Fig. 1: run 1, clock network drawn from the DEF
Drawn at 4 px/um.
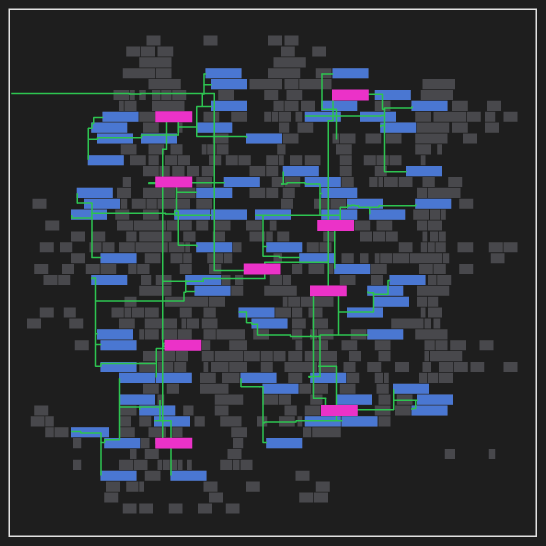
Fig. 2: run 1, wiring heat map
Drawn at 3 px/um. 26 x 26 tiles, from white (low) to dark blue (high), scaled to the fullest tile. Values are wire area over tile area, all layers added.
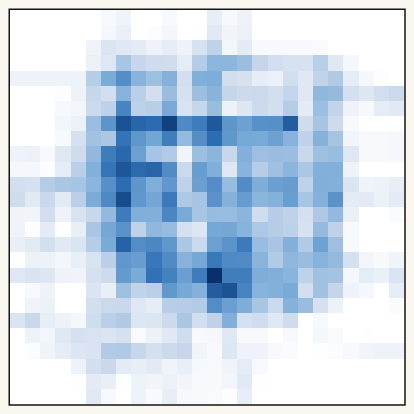
Fig. 3: run 1, selected gate families
Drawn at 3 px/um.
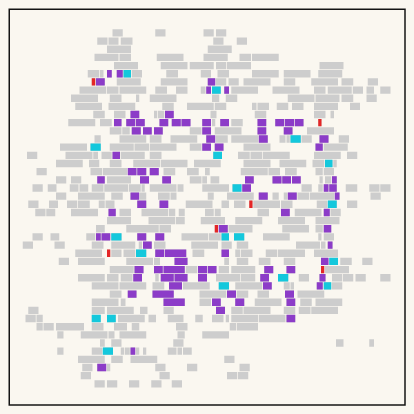
`src/rtl/program_memory.sv`:
```
// program_memory: responder side of the accumulator core's memory interface.
// Serves combinational fetch/operand reads, absorbs core write-backs while the
// core runs, and lets a host stream a program image in or a memory image out
// over valid/ready byte links while the core is held in reset.
//
//   state | meaning
//   ------+-----------------------------------------------------------
//   IDLE  | host owns memory, core held in reset, waiting for a command
//   LOAD  | accepting load words into mem[ptr], ptr advancing
//   RUN   | core released, core write-backs land in mem[op_addr]
//   DUMP  | presenting mem[ptr] to the host, ptr advancing on ready
module program_memory #(
  parameter int word_width = 8,
  localparam int AW = $clog2(word_width)
) (
  input  logic                  clk,
  input  logic                  reset,
  input  logic [AW-1:0]         pc_addr,
  output logic [word_width-1:0] pc_data,
  input  logic [AW-1:0]         op_addr,
  output logic [word_width-1:0] op_data,
  input  logic                  write,
  input  logic [word_width-1:0] wr_data,
  input  logic                  cmd_load,
  input  logic                  cmd_dump,
  input  logic                  cmd_run,
  input  logic                  cmd_halt,
  input  logic [word_width-1:0] ld_data,
  input  logic                  ld_valid,
  output logic                  ld_ready,
  output logic [word_width-1:0] dump_data,
  output logic                  dump_valid,
  input  logic                  dump_ready,
  output logic                  core_reset,
  output logic [1:0]            state
);

  localparam int DEPTH = 1 << AW;

  localparam logic [1:0] IDLE = 2'b00;
  localparam logic [1:0] LOAD = 2'b01;
  localparam logic [1:0] RUN  = 2'b10;
  localparam logic [1:0] DUMP = 2'b11;

  logic [word_width-1:0] mem [DEPTH];
  logic [AW-1:0]         ptr;
  logic                  ptr_last;
  logic                  ld_fire;
  logic                  dump_fire;
  logic                  core_wr;

  // ptr covers the full address space, so the last word is simply all-ones
  assign ptr_last   = (ptr == AW'(DEPTH - 1));
  assign ld_ready   = (state == LOAD);
  assign dump_valid = (state == DUMP);
  assign ld_fire    = ld_ready & ld_valid;
  assign dump_fire  = dump_valid & dump_ready;
  assign core_wr    = (state == RUN) & write;

  assign pc_data   = mem[pc_addr];
  assign op_data   = mem[op_addr];
  assign dump_data = mem[ptr];

  // Host sequencer: command decode in IDLE, pointer walk in LOAD/DUMP
  always_ff @(posedge clk or negedge reset) begin
    if (!reset) begin
      state <= IDLE;
      ptr   <= '0;
    end else begin
      case (state)
        IDLE: begin
          if (cmd_load) begin
            ptr   <= '0;
            state <= LOAD;
          end else if (cmd_dump) begin
            ptr   <= '0;
            state <= DUMP;
          end else if (cmd_run) begin
            state <= RUN;
          end
        end
        LOAD: begin
          if (ld_fire) begin
            ptr <= ptr + AW'(1);
            if (ptr_last) state <= IDLE;
          end
        end
        RUN: begin
          if (cmd_halt) state <= IDLE;
        end
        DUMP: begin
          if (dump_fire) begin
            ptr <= ptr + AW'(1);
            if (ptr_last) state <= IDLE;
          end
        end
      endcase
    end
  end

  // Core reset follows the current state one cycle late, so the core is
  // released only after the sequencer has settled in RUN
  always_ff @(posedge clk or negedge reset) begin
    if (!reset) core_reset <= 1'b1;
    else        core_reset <= (state != RUN);
  end

  // Storage: cleared on reset, written by the load stream or the running core
  always_ff @(posedge clk or negedge reset) begin
    if (!reset) begin
      for (int i = 0; i < DEPTH; i++) mem[i] <= '0;
    end else if (ld_fire) begin
      mem[ptr] <= ld_data;
    end else if (core_wr) begin
      mem[op_addr] <= wr_data;
    end
  end

endmodule

```
`config.mk`:
```
export PLATFORM = sky130hd
export DESIGN_NAME = program_memory
export DESIGN_NICKNAME = d
export VERILOG_FILES = /design/src/rtl/program_memory.sv
export SDC_FILE = /design/constraint.sdc
export NUM_CORES = 1
export LEC_CHECK = 0
export CAP_MARGIN = 20
export CORE_MARGIN = 4
export CORE_UTILIZATION = 35
export CTS_BUF_LIST = sky130_fd_sc_hd__clkbuf_8 sky130_fd_sc_hd__clkbuf_16
export CTS_CLUSTER_SIZE = 40
export DETAILED_ROUTE_END_ITERATION = 16
export SETUP_SLACK_MARGIN = 0.05
export SYNTH_ARGS = -nofsm -noshare
export SYNTH_HDL_FRONTEND = slang
export SYNTH_SLANG_ARGS = --single-unit
```
`constraint.sdc`:
```
create_clock -name clk -period 6.97 [get_ports clk]
set_clock_uncertainty 0.2 [all_clocks]
set_input_delay 1.394 -clock clk [delete_from_list [all_inputs] [get_ports clk]]
set_output_delay 1.394 -clock clk [all_outputs]
set_load 0.02 [all_outputs]
```
==> impl_metrics.yaml, run 1 <==
# synthesis and place-and-route metrics
route:
  dr.first_iter.drc_count: 443
  routed_wl_um: 17500
  vias_per_cell: 6.71
  detail_route.wl_per_cell_um: 26.5
  postRouteAntennaNets: 0
grt:
  grt_max_degree: 71
  grt_pass1_vias: 4563
  antenna_found_initial: 0
  grt_pass1_wl_um: 27100
  grt_use_total: 0.200
  overflow: 0
setup_path:
  r2r-start: "ptr[0]$_DFFE_PN0P_"
  start_kind: "input pin"
  cpPeakStageDelay_ps: 930
  cp_common_cell: "clkdlybuf4s50_1"
  worstSetupPathType: "in -> out"
  required_ps: 5380
  worstSetupEndpointType: "output pin"
  critPathArrivalTime_ps: 3990
  path_cells: "clkdlybuf4s50_1, buf_4, mux4_2, mux2_2, clkdlybuf4s50_1"
  cp_top_family: "buffers and inverters"
timing:
  slew_violations: 0
  final-setup-viol-count: 0
  rsz0062_at_grt: "false"
  slew_headroom: 0.289
  finalCritPeriodShare: 0.801
  tns_ps: 0
  hold_violations: 0
  clock.fmax_mhz: 179
final_layout:
  signal_buffers: 66
  antennaDiodeCount: 0
  clkCellAreaFrac: 0.0483
  comb_share: 0.527
  drive_above_1_share: 0.295
  logic_area_mm2: 0.00329
  nets: 506
  lay_top_cells: "mux2_2, dfrtp_1, o32ai_1, clkdlybuf4s50_1, mux4_2"
  design_area_mm2: 0.00625
  buffer_area_frac: 0.103
  flops: 70
  fill_cells: 1365
  seq_share: 0.281
  regArea_mm2: 0.00175
clocking:
  path_clk_slew_ps: 50
  clock_path_buffers: 2
  cts_tree: "done"
  cts_setup_buffers: 0
  cts_max_level: 3
  postCtsResizedCells: 0
  hold_buffers: 0
  root_buffer: "clkbuf_16"
  clock_sinks: 70
  cts_buffers: 9
die:
  nWellTaps: 184
  core_area_mm2: 0.0147
  design.portCount: 60
  row_count: 44
  die_h_um: 131
worst_hold_path:
  hold_path.startpoint: "mem[8]$_DFFE_PN0P_"
  hp-class: "reg -> reg"
job:
  warning_count: 26
pwr:
  p_per_area_mw_per_mm2: 375
  p_leak_uw: 0.00243
  ir_drop_mv: 0.153
synthesis:
  synth_flop_count: 70
  synth-main-ff-cell: "dfrtp_1"
  synth-async-reset-ratio: 1.00
  top_cells_by_count: "dfrtp_1, mux2_2, o32ai_1"
  syn_area_mm2: 0.00533
  top_cell_area_share: 0.324
  yosysTopAreaCell: "dfrtp_1"
  synth_cells: 446
  yosys_area_mm2: 0.00533
  ys_cells: 446
  top_cells_by_area: "dfrtp_1, mux2_2, mux4_2"
place:
  dp_hpwl_um: 11100
  gp_congestion: 0.888
  placed_cell_area_mm2: 0.00593
status:
  outcome: "finished, final reports clean"
-- Fig. 1 (at the start) --
- flip-flops: blue (count 70)
- clock drivers: magenta (count 9)
- clock wires: green (length 1030 um)
- routed clock nets: 10

-- Fig. 2 (at the start) --
- emptiest ninth of the die: lower right
- densest ninth of the die: center
- tiles over half the peak: 13%
- mean over tiles: 0.17
- nearly empty tiles: 24%
- fullest tile: 0.75

-- Fig. 3 (at the start) --
- non-inverting ao/oa cells: cyan (cells 19)
- inv cells: red (cells 6; most used inv_1)
- aoi and oai cells: purple (cells 97; most used o32ai_1)

==> run 1: per-layer routing <==
metal	wire length [um]	vias up	GRT usage
met5	0	-	0
li1	-	1895	-
met3	1310	43	0.0317
met1	7520	2259	0.271
met2	8190	245	0.319
met4	488	0	0.0858
==> run 1: registers in the layout, indices dropped and copies added (netlist names) <==
name,cells
ptr,3
core_reset,1
state,2
mem,64
==> run 1: logic make-up after synthesis <==
logic type / after synthesis / synth area share
AND-OR/OR-AND: 116 / 0.192
adder cells (fa/ha/maj): 2 / 0.00469
buffers and inverters: 56 / 0.0533
flip-flops: 70 / 0.329
multiplexers: 128 / 0.332
AND/OR/NAND/NOR: 74 / 0.0892
==> run 1: final timing paths <==
check | end | slack [ps] | cells past startpoint
setup / recovery | op_data[7] | 1390 | 5
max in group asynchronous | mem[40]$_DFFE_PN0P_ | 4880 | 2
hold reg to reg | mem[8]$_DFFE_PN0P_ | 350 | 1
hold / removal | mem[8]$_DFFE_PN0P_ | 350 | 1
setup reg to reg | mem[38]$_DFFE_PN0P_ | 3650 | 3
min in group asynchronous | mem[51]$_DFFE_PN0P_ | 1080 | 2
==> run 1: per-stage QoR <==
step	total power, uW	instances	worst slack [ps]	util	hold slack, ps
after floorplan	1470	446	2620	-	287
after global placement	1830	645	1430	0.403	321
after detailed placement	1860	645	1380	0.403	342
after CTS	2330	661	1380	0.424	354
after global routing	2450	662	1270	0.425	372
final	2340	662	1390	0.425	349
==> run 1: worst reg2reg max path, cell delays in order (launching register included) <==
cell      delay, ps
dfrtp_1         960
nand3b_1        770
o22ai_2         850
mux2_2          420
==> run 1: power breakdown <==
group / total [uW] / switching [uW] / internal [uW]
clock network: 467 / 174 / 293
registers: 720 / 179 / 541
logic: 1160 / 602 / 555
total: 2340 / 955 / 1390
--- run 2 (diff from run 1) ---
==> constraint.sdc (replaced) <==
create_clock -name clk -period 5.8 [get_ports clk]
set_clock_uncertainty 0.2 [all_clocks]
set_input_delay 1.16 -clock clk [delete_from_list [all_inputs] [get_ports clk]]
set_output_delay 1.16 -clock clk [all_outputs]
set_load 0.02 [all_outputs]
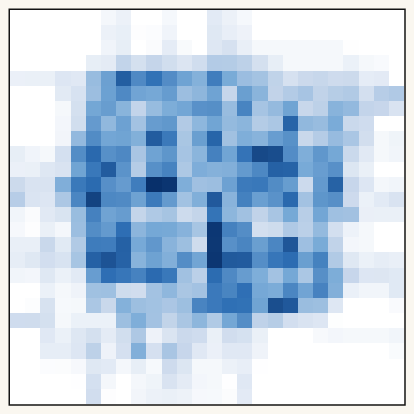
Fig. 4. Wiring heat map (run 2).
Drawn at 3 px/um. 26 x 26 tiles, from white (low) to dark blue (high), scaled to the fullest tile. Values are wire area over tile area, all layers added.
- fullest tile: 0.61
- densest ninth of the die: center
- mean over tiles: 0.17
- nearly empty tiles: 23%
- tiles over half the peak: 23%
- emptiest ninth of the die: lower right

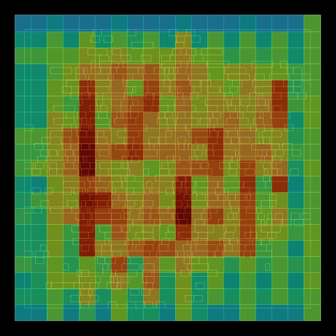
Fig. 5. Track usage over the die (run 2).
WL/cell: 26.5 um
GRT Total Usage: 0.203
M3 GR Usage: 0.0390
GRT met2 Usage: 0.325

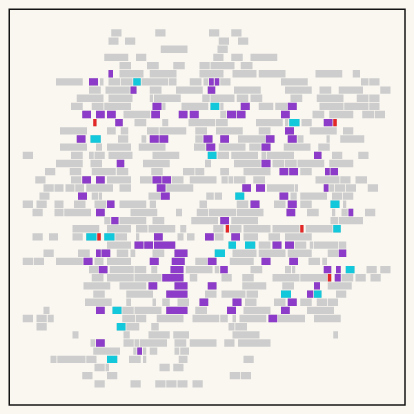
Fig. 6. Selected gate families (run 2).
Drawn at 3 px/um.
- aoi and oai cells: purple (cells 97; most used o32ai_1)
- inv cells: red (cells 6; most used inv_1)
- non-inverting ao/oa cells: cyan (cells 19)

==> run 2 against run 1 <==
- global-route usage is 0.30 points higher
- hold slack worse by 3.5 ps
- combinational power is 19% higher
==> impl_metrics.yaml, run 2 <==
# synthesis and place-and-route metrics
status:
  outcome: "finished, final reports clean"
timing:
  finalCritPeriodShare: 0.854
  tns_ps: 0
  rsz0062_at_grt: "false"
  hold_violations: 0
  final-setup-viol-count: 0
synthesis:
  yosysTopAreaCell: "dfrtp_1"
  mux_area_frac: 0.332
  synthXorXnorAreaFrac: 0
  simple_gate_share: 0.0892
  top_cells_by_area: "dfrtp_1, mux2_2, mux4_2"
  yosys_area_mm2: 0.00533
  ys_cells: 446
  synthAoiAreaFrac: 0.192
  synth_flop_count: 70
  synth-async-reset-ratio: 1.00
setup_path:
  r2r_end: "mem[33]$_DFFE_PN0P_"
  reg2regPathDepth: 3
  start_kind: "input pin"
  cp_common_cell: "clkdlybuf4s50_1"
  worstSetupPathType: "in -> out"
  worstSetupEndpointType: "output pin"
  r2r-start: "ptr[0]$_DFFE_PN0P_"
  crit_end: "op_data[5]"
final_layout:
  antennaDiodeCount: 0
  fin_cells: 667
  design_area_mm2: 0.00628
  nets: 511
  lay_top_cells: "mux2_2, dfrtp_1, o32ai_1, clkdlybuf4s50_1, mux4_2"
  largest_reg_flops: 64
clocking:
  clock_sinks: 70
  root_buffer: "clkbuf_16"
  cts_buffers: 9
  path_clk_slew_ps: 60
  cts_max_level: 3
  cts_tree: "done"
  hold_buffers: 0
  clock_path_buffers: 2
route:
  routed_wl_um: 17700
  dr.first_iter.drc_count: 480
  postRouteAntennaNets: 0
  vias_per_cell: 6.66
grt:
  grt_pass1_wl_um: 27400
  antenna_found_initial: 0
  overflow: 0
worst_hold_path:
  hp-class: "reg -> reg"
die:
  design.portCount: 60
  row_count: 44
  die_h_um: 131
pwr:
  p_leak_uw: 0.00246
place:
  dp_hpwl_um: 11500
job:
  warning_count: 26
run 2: cell type report:
| class | instances | area (um2) | area share |
|---|---|---|---|
| Clock buffer | 11 | 253 | 0.0402 |
| Clock inverter | 5 | 48.8 | 0.00776 |
| Inverter | 6 | 22.5 | 0.00358 |
| Multi-Input combinational cell | 320 | 3290 | 0.524 |
| Sequential cell | 70 | 1750 | 0.279 |
| Tap cell | 184 | 230 | 0.0366 |
| Timing Repair Buffer | 71 | 683 | 0.109 |
run 2: critical path: cells and delay by family:
family / cells / cell delay [ps]
buffers and inverters: 3 / 1820
multiplexers: 2 / 610
run 2: per-layer routing:
layer	GRT usage	wire length (um)	vias to the layer above
met1	0.274	7410	2292
met4	0.0776	505	0
li1	-	-	1912
met3	0.0390	1210	43
met2	0.325	8540	192
met5	0	0	-
run 2: logic make-up (layout without fill, tap and decap cells):
kind of cell    Yosys count  in the layout
buf+inv                  56             93
simple gates             74             74
compound gates          116            116
flops                    70             70
fa+ha+maj                 2              2
mux                     128            128
run 2: power breakdown:
part	switching (uW)	internal, uW
clock	213	353
combinational	706	671
sequential	232	650
total	1150	1670
run 2: per-stage QoR:
step | utilization | hold WS (ps) | worst slack, ps
6_report | 0.428 | 345 | 846
3_3_place_gp | 0.406 | 319 | 859
4_1_cts | 0.426 | 340 | 840
5_1_grt | 0.428 | 360 | 725
3_5_place_dp | 0.406 | 328 | 846
2_1_floorplan | - | 287 | 1920
run 2: worst min path at each step:
stage	slack (ps)	end	cells past startpoint
floorplan	290	mem[0]$_DFFE_PN0P_	1
global placement	320	mem[0]$_DFFE_PN0P_	1
detailed placement	330	mem[7]$_DFFE_PN0P_	1
CTS	340	mem[7]$_DFFE_PN0P_	1
global route	360	mem[0]$_DFFE_PN0P_	1
finish	350	mem[0]$_DFFE_PN0P_	1
No activity file was given, so power comes from the tool's default toggle rates.
